--- config.mk ---
export PLATFORM = sky130hd
export DESIGN_NAME = wb_cmd_master
export DESIGN_NICKNAME = d
export VERILOG_FILES = /design/src/rtl/wb_cmd_master_pkg.sv /design/src/rtl/wb_cmd_master.sv
export SDC_FILE = /design/constraint.sdc
export NUM_CORES = 1
export LEC_CHECK = 0
export CORE_MARGIN = 2
export CORE_UTILIZATION = 26
export CTS_CLUSTER_DIAMETER = 60
export DETAILED_ROUTE_END_ITERATION = 16
export SKIP_CTS_REPAIR_TIMING = 1
export SLEW_MARGIN = 20
export SYNTH_ARGS = -nofsm -noshare
export SYNTH_HDL_FRONTEND = slang
export SYNTH_SLANG_ARGS = --single-unit
--- constraint.sdc ---
create_clock -name wb_clk_i -period 3.8 [get_ports wb_clk_i]
set_clock_uncertainty 0.2 [all_clocks]
set_input_delay 0.76 -clock wb_clk_i [delete_from_list [all_inputs] [get_ports wb_clk_i]]
set_output_delay 0.76 -clock wb_clk_i [all_outputs]
set_load 0.03 [all_outputs]
--- src/rtl/wb_cmd_master_pkg.sv ---
// Shared definitions for the Wishbone command initiator: bus widths, FSM encoding and
// harness register addresses.
package wb_cmd_master_pkg;

    localparam int unsigned WB_ADR_W = 32;
    localparam int unsigned WB_DAT_W = 32;
    localparam int unsigned WB_SEL_W = 4;

    localparam logic [WB_ADR_W-1:0] HARNESS_ACTIVE_ADR = 32'h3000_0000;
    localparam logic [WB_ADR_W-1:0] HARNESS_OEB0_ADR   = 32'h3000_0004;
    localparam logic [WB_ADR_W-1:0] HARNESS_OEB1_ADR   = 32'h3000_0008;

    typedef enum logic [1:0] {
        StIdle = 2'd0,
        StGap  = 2'd1,
        StBus  = 2'd2,
        StResp = 2'd3
    } state_e;

endpackage

--- src/rtl/wb_cmd_master.sv ---
// Single-outstanding Wishbone classic initiator driven by a valid/ready command port.
// Optional ack timeout enabled by defining WB_TIMEOUT_EN.
module wb_cmd_master
    import wb_cmd_master_pkg::*;
#(
    parameter int unsigned TIMEOUT_CYCLES = 255,
    parameter int unsigned TO_W           = 16
) (
    input  logic                wb_clk_i,
    input  logic                wb_rstn_i,
    input  logic                cmd_valid_i,
    output logic                cmd_ready_o,
    input  logic                cmd_we_i,
    input  logic [WB_ADR_W-1:0] cmd_adr_i,
    input  logic [WB_DAT_W-1:0] cmd_dat_i,
    input  logic [WB_SEL_W-1:0] cmd_sel_i,
    output logic                rsp_valid_o,
    input  logic                rsp_ready_i,
    output logic [WB_DAT_W-1:0] rsp_dat_o,
    output logic                rsp_err_o,
    output logic                wbm_cyc_o,
    output logic                wbm_stb_o,
    output logic                wbm_we_o,
    output logic [WB_SEL_W-1:0] wbm_sel_o,
    output logic [WB_ADR_W-1:0] wbm_adr_o,
    output logic [WB_DAT_W-1:0] wbm_dat_o,
    input  logic [WB_DAT_W-1:0] wbm_dat_i,
    input  logic                wbm_ack_i
);

    state_e state_q, state_d;

    logic                cmd_ready_q, cmd_ready_d;
    logic                rsp_valid_q, rsp_valid_d;
    logic [WB_DAT_W-1:0] rsp_dat_q, rsp_dat_d;
    logic                rsp_err_q, rsp_err_d;
    logic                cyc_q, cyc_d;
    logic                we_q, we_d;
    logic [WB_SEL_W-1:0] sel_q, sel_d;
    logic [WB_ADR_W-1:0] adr_q, adr_d;
    logic [WB_DAT_W-1:0] dat_q, dat_d;

    logic ack_hit;
    logic timeout_hit;

    // Ack is only meaningful while a cycle is on the bus.
    assign ack_hit = (state_q == StBus) && wbm_ack_i;

`ifdef WB_TIMEOUT_EN
    logic [TO_W-1:0] to_cnt_q, to_cnt_d;

    // Counter sits at zero outside BUS, so it is already clear on entry.
    assign to_cnt_d    = (state_q == StBus) ? to_cnt_q + TO_W'(1) : '0;
    assign timeout_hit = (state_q == StBus) && !wbm_ack_i &&
                         (to_cnt_q == TO_W'(TIMEOUT_CYCLES - 1));

    always_ff @(posedge wb_clk_i or negedge wb_rstn_i) begin
        if (!wb_rstn_i) begin
            to_cnt_q <= '0;
        end else begin
            to_cnt_q <= to_cnt_d;
        end
    end
`else
    logic unused_cfg;
    assign unused_cfg  = ^{TIMEOUT_CYCLES, TO_W};
    assign timeout_hit = 1'b0;
`endif

    always_ff @(posedge wb_clk_i or negedge wb_rstn_i) begin
        if (!wb_rstn_i) begin
            state_q     <= StIdle;
            cmd_ready_q <= 1'b1;
            rsp_valid_q <= 1'b0;
            rsp_dat_q   <= '0;
            rsp_err_q   <= 1'b0;
            cyc_q       <= 1'b0;
            we_q        <= 1'b0;
            sel_q       <= '0;
            adr_q       <= '0;
            dat_q       <= '0;
        end else begin
            state_q     <= state_d;
            cmd_ready_q <= cmd_ready_d;
            rsp_valid_q <= rsp_valid_d;
            rsp_dat_q   <= rsp_dat_d;
            rsp_err_q   <= rsp_err_d;
            cyc_q       <= cyc_d;
            we_q        <= we_d;
            sel_q       <= sel_d;
            adr_q       <= adr_d;
            dat_q       <= dat_d;
        end
    end

    always_comb begin
        state_d = state_q;
        unique case (state_q)
            StIdle: if (cmd_valid_i)                state_d = StBus;
            StBus:  if (ack_hit || timeout_hit)     state_d = StResp;
            StResp: if (rsp_ready_i)                state_d = StGap;
            StGap:                                  state_d = StIdle;
            default:                                state_d = StIdle;
        endcase
    end

    always_comb begin
        cmd_ready_d = (state_d == StIdle);
        rsp_valid_d = rsp_valid_q;
        rsp_dat_d   = rsp_dat_q;
        rsp_err_d   = rsp_err_q;
        cyc_d       = cyc_q;
        we_d        = we_q;
        sel_d       = sel_q;
        adr_d       = adr_q;
        dat_d       = dat_q;
        unique case (state_q)
            StIdle: begin
                if (cmd_valid_i) begin
                    cyc_d = 1'b1;
                    we_d  = cmd_we_i;
                    adr_d = cmd_adr_i;
                    sel_d = cmd_we_i ? cmd_sel_i : {WB_SEL_W{1'b1}};
                    dat_d = cmd_we_i ? cmd_dat_i : '0;
                end
            end
            StBus: begin
                if (ack_hit || timeout_hit) begin
                    cyc_d       = 1'b0;
                    we_d        = 1'b0;
                    sel_d       = '0;
                    adr_d       = '0;
                    dat_d       = '0;
                    rsp_valid_d = 1'b1;
                    rsp_err_d   = !ack_hit;
                    rsp_dat_d   = (ack_hit && !we_q) ? wbm_dat_i : '0;
                end
            end
            StResp: begin
                if (rsp_ready_i) begin
                    rsp_valid_d = 1'b0;
                    rsp_dat_d   = '0;
                    rsp_err_d   = 1'b0;
                end
            end
            default: ;
        endcase
    end

    assign cmd_ready_o = cmd_ready_q;
    assign rsp_valid_o = rsp_valid_q;
    assign rsp_dat_o   = rsp_dat_q;
    assign rsp_err_o   = rsp_err_q;
    assign wbm_cyc_o   = cyc_q;
    assign wbm_stb_o   = cyc_q;
    assign wbm_we_o    = we_q;
    assign wbm_sel_o   = sel_q;
    assign wbm_adr_o   = adr_q;
    assign wbm_dat_o   = dat_q;

endmodule

Run 1, metal layers overlaid:
Drawn at 3 px/µm. Two of the layers only.
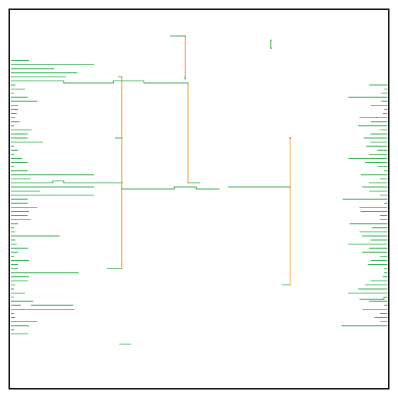
- M4: orange (wire length 160 µm)
- M3: green (wire length 971 µm)
overall routed net length: 10800 µm
via count of the routed design: 2969
drt wl/cell: 16.6 µm
aggregate global-route resource usage: 0.139

Run 1, gate-type map:
Drawn at 4 px/µm.
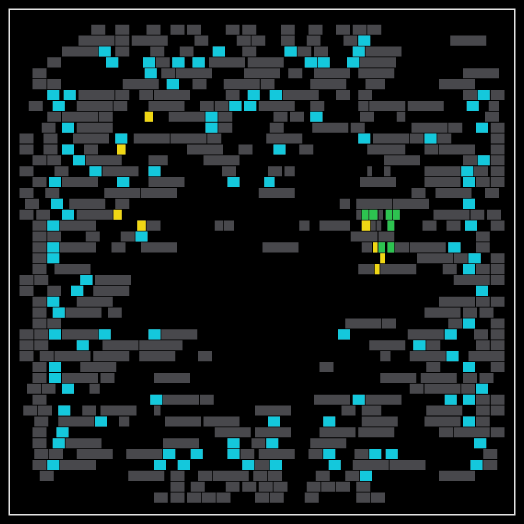
- aoi and oai cells: green (cells 7; where right middle)
- non-inverting ao/oa cells: cyan (cells 101; where all over the die)
- nand cells: yellow (cells 8)
fraction of area in multi-input gates: 0.162
Non-Filler Instances: 653
commonest non-fill, non-tap cell in the layout: sky130_fd_sc_hd__clkdlybuf4s50_1

==> results_slide.txt, run 1 <==
Run Summary

Outcome
  – Run status: completed

Logic synthesis
  – Most repeated cell in the gate-level netlist after synthesis: sky130_fd_sc_hd__dfrtp_1
  – AND-OR/OR-AND Cells, Area Fraction: 0.238
  – Post-Synth Adder-Cell Area: 0
  – Main logic family after synthesis: AND-OR/OR-AND gates
  – Top area cells in the synthesized netlist: sky130_fd_sc_hd__dfrtp_1, sky130_fd_sc_hd__a22o_1, sky130_fd_sc_hd__buf_2, sky130_fd_sc_hd__buf_6, sky130_fd_sc_hd__buf_4
  – Share of the synthesized netlist area taken by xor and xnor gates: 0
  – Library cell with the largest summed area after synthesis: sky130_fd_sc_hd__dfrtp_1
  – Total of flip-flops plus latches after synthesis: around 110
  – Count of yosys warnings during synthesis: 0
  – Synth top cells by count: sky130_fd_sc_hd__dfrtp_1, sky130_fd_sc_hd__a22o_1, sky130_fd_sc_hd__buf_2, sky130_fd_sc_hd__buf_4, sky130_fd_sc_hd__nand2b_1
  – Post-synth top flop: sky130_fd_sc_hd__dfrtp_1
  – Instance tally after logic synthesis: 257
  – Mux share of post-synthesis cell area: 0.00582
  – Post-synthesis async set-or-reset flop share: 1.00
  – Nets at Floorplan: 363

Layout
  – Comb_multi_in: 124
  – Fin util: 0.444
  – Logic area: 1040 µm²
  – Area share of buffers outside the clock network: 0.336
  – Cell class ranked first by area: flip-flops and latches
  – Sequential cell area: 2680 µm²
  – Registers: 107
  – Inverter count of the layout excluding clock inverters: 3
  – Fraction of final layout cells sized beyond drive strength 1: 0.0661
  – Number of non-clock buffers: between 200 and 250
  – Count of inserted antenna diode cells: 0
  – Fraction of area in clock buffers and inverters: 0.0487
  – Area delta synth->final: 66.7%
  – Final layout net count: 570
  – Commonest cells after routing, fill and taps aside: sky130_fd_sc_hd__clkdlybuf4s50_1, sky130_fd_sc_hd__dfrtp_1, sky130_fd_sc_hd__a22o_1, sky130_fd_sc_hd__clkbuf_16, sky130_fd_sc_hd__buf_4

Pwr
  – Clock share of power: 0.191
  – Combinational-cell power consumption: ~2.3 mW
  – Combinational power share: 0.461
  – Clock-net power: about 0.96 mW
  – Post-layout total power: roughly 5 mW
  – Pwr top: combinational cells
  – Sw Share: 0.380
  – Switching power total: 1.91 mW

Global routing
  – Largest net degree at the start of global routing: 64
  – Antenna violations before repair: 0
  – Highest-utilization routing layer at the global route stage: met2
  – First-pass GRT wire length: 17500 µm

Critical path
  – Crit path max-delay family: buffers and inverters
  – Type of element launching the critical path: flop
  – Critical Path Slowest Stage Cell: sky130_fd_sc_hd__clkdlybuf4s50_1
  – Worst Path Buf+Inv: 1
  – Critical Path, Cell by Cell: clkdlybuf4s50_1
  – Data required time of the critical path: 2.84 ns
  – Crit path from: cmd_ready_o$_DFF_PN1_
  – Count of cell instances traversed by the critical path: 1
  – Max stage delay on crit path: 0.67 ns
  – WS Path Type: reg -> out
  – Critical path capture point type: output pin
  – Worst R2R Path Depth: 4
  – R2r setup slk: 1.76 ns
  – Biggest fanout along the worst timing path: 1

Job
  – Number of max-cap violations: 0

Floorplanning
  – Ports: 212
  – Tap cell count: between 150 and 200
  – Core Footprint: 14500 µm²

Clocking
  – CTS tree: built
  – CTS H-tree depth: 3
  – CTS Root Buffer Type: sky130_fd_sc_hd__clkbuf_16
  – Clk ins delay skew pair: 0.34 ns

Drt
  – Met1 layer wirelength in the final routing: 4910 µm
  – Total length of routed met3 wires: 970 µm
  – Post-detailed-route DRC marker count: 0

Final timing
  – Tcrit/Tclk final: 0.654
  – Minimum setup slack in the final design: 1.32 ns
  – Transition at the pin with the smallest max-transition slack: ~0.8 ns
  – Number of hold-slack violations in the final timing report: 0
  – Hold Worst Slack: 0.297 ns
  – Tmin final: 2.48 ns

Place
  – Worst slack at placement: 1.07 ns
  – Total cell area at the placement stage: slightly above 6000 µm²
  – Final weighted congestion in routability-driven placement: 0.700
Run 1, met1 routing:
Drawn at 3 px/µm. Supply wires on this layer in grey.
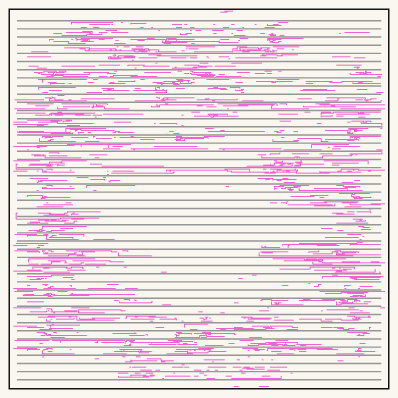
- main direction: horizontal
- longest straight run: 31.3 µm
- nets with wire on the layer: 472
- share of all routed wire: 45%
- wire length on this layer: 4910 µm

Run 1, a small window of the routed layout:
Region (48, 73) to (78, 103) µm. Cells in grey, sequential cells in the stronger grey; small squares are vias.
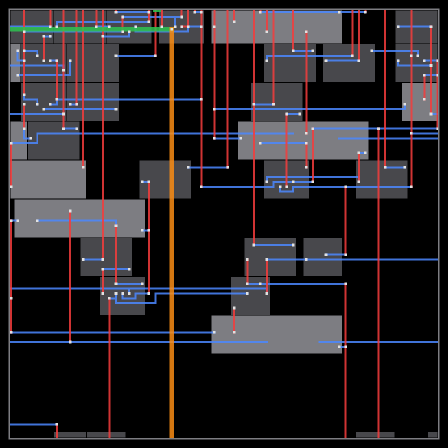

## Run 2: what changed since run 1
==> constraint.sdc (replaced) <==
create_clock -name wb_clk_i -period 2.55 [get_ports wb_clk_i]
set_clock_uncertainty 0.2 [all_clocks]
set_input_delay 0.51 -clock wb_clk_i [delete_from_list [all_inputs] [get_ports wb_clk_i]]
set_output_delay 0.51 -clock wb_clk_i [all_outputs]
set_load 0.03 [all_outputs]
Run 2, a small window of the routed layout:
Region (48, 73) to (78, 103) µm. Cells in grey, sequential cells in the stronger grey; small squares are vias.
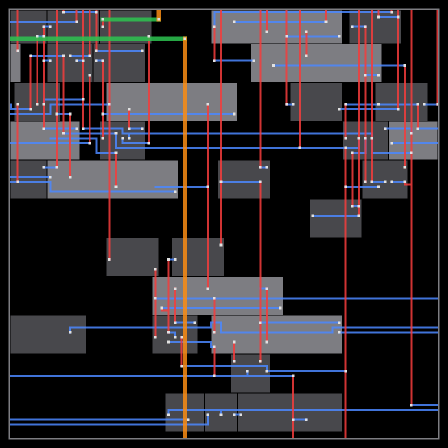
- M2: red
- M3: green
- M1: blue
- M4: orange
- netlist names of flops here include: wbm_adr_o (5)
- most frequent: clkdlybuf4s50_1 (12), dfrtp_1 (7), a22o_1 (6)
- sequential cells in the window: 7
- cells with their middle in the window: 30

Run 2, routing congestion map:
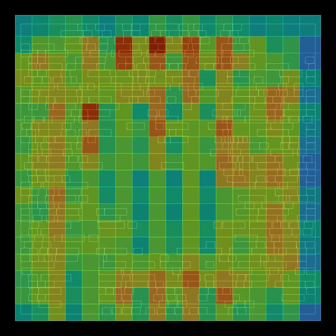
fin util: 0.448
met3 GRT Util: 0.0467
aggregate global-route resource usage: 0.140
met1 usage: 0.188

==> results_slide.txt, run 2 <==
Run Summary

Outcome
  – Run status: completed

Critical path
  – Type of element launching the critical path: flop
  – Crit path max-delay family: buffers and inverters
  – Count of cell instances traversed by the critical path: 1
  – WS Path Type: reg -> out
  – Critical path capture point type: output pin
  – Worst R2R Path Depth: 4
  – Critical Path Slowest Stage Cell: sky130_fd_sc_hd__clkdlybuf4s50_1
  – Critical Path, Cell by Cell: clkdlybuf4s50_1
  – Worst Path Buf+Inv: 1
  – Max stage delay on crit path: 0.67 ns

Floorplanning
  – Ports: 212
  – Tap cell count: 184

Layout
  – Final layout net count: 571
  – Comb_multi_in: 124
  – Cell class ranked first by area: flip-flops and latches
  – Sequential cell area: 2680 µm²
  – Count of inserted antenna diode cells: 0
  – Registers: 107
  – Area share of buffers outside the clock network: 0.344
  – Non-Filler Instances: ~650
  – Logic area: 1040 µm²

Drt
  – Total length of routed met3 wires: 922 µm
  – Post-detailed-route DRC marker count: 0
  – Overall routed net length: 11000 µm
  – Via count of the routed design: between 3000 and 4000

Logic synthesis
  – Mux share of post-synthesis cell area: 0.00582
  – Synth top cells by count: sky130_fd_sc_hd__dfrtp_1, sky130_fd_sc_hd__a22o_1, sky130_fd_sc_hd__buf_2, sky130_fd_sc_hd__buf_4, sky130_fd_sc_hd__nand2b_1
  – Post-Synth Adder-Cell Area: 0
  – Post-synthesis async set-or-reset flop share: 1.00
  – AND-OR/OR-AND Cells, Area Fraction: 0.238
  – Top area cells in the synthesized netlist: sky130_fd_sc_hd__dfrtp_1, sky130_fd_sc_hd__a22o_1, sky130_fd_sc_hd__buf_2, sky130_fd_sc_hd__buf_6, sky130_fd_sc_hd__buf_4
  – Library cell with the largest summed area after synthesis: sky130_fd_sc_hd__dfrtp_1
  – Post-synth top flop: sky130_fd_sc_hd__dfrtp_1
  – Total of flip-flops plus latches after synthesis: 107
  – Instance tally after logic synthesis: 257

Global routing
  – Highest-utilization routing layer at the global route stage: met2
  – Antenna violations before repair: 0

Final timing
  – Minimum setup slack in the final design: 0.312 ns
  – Number of hold-slack violations in the final timing report: 0

Pwr
  – Clock-net power: 1.45 mW
  – Switching power total: 2.84 mW
  – Pwr top: combinational cells
  – Combinational power share: 0.464
  – Clock share of power: 0.192

Clocking
  – CTS Root Buffer Type: sky130_fd_sc_hd__clkbuf_16

Job
  – Number of max-cap violations: 0

Place
  – Final weighted congestion in routability-driven placement: 0.735
  – Total cell area at the placement stage: 6200 µm²
Power figures rest on the tool's default switching activity, not on a simulated workload.
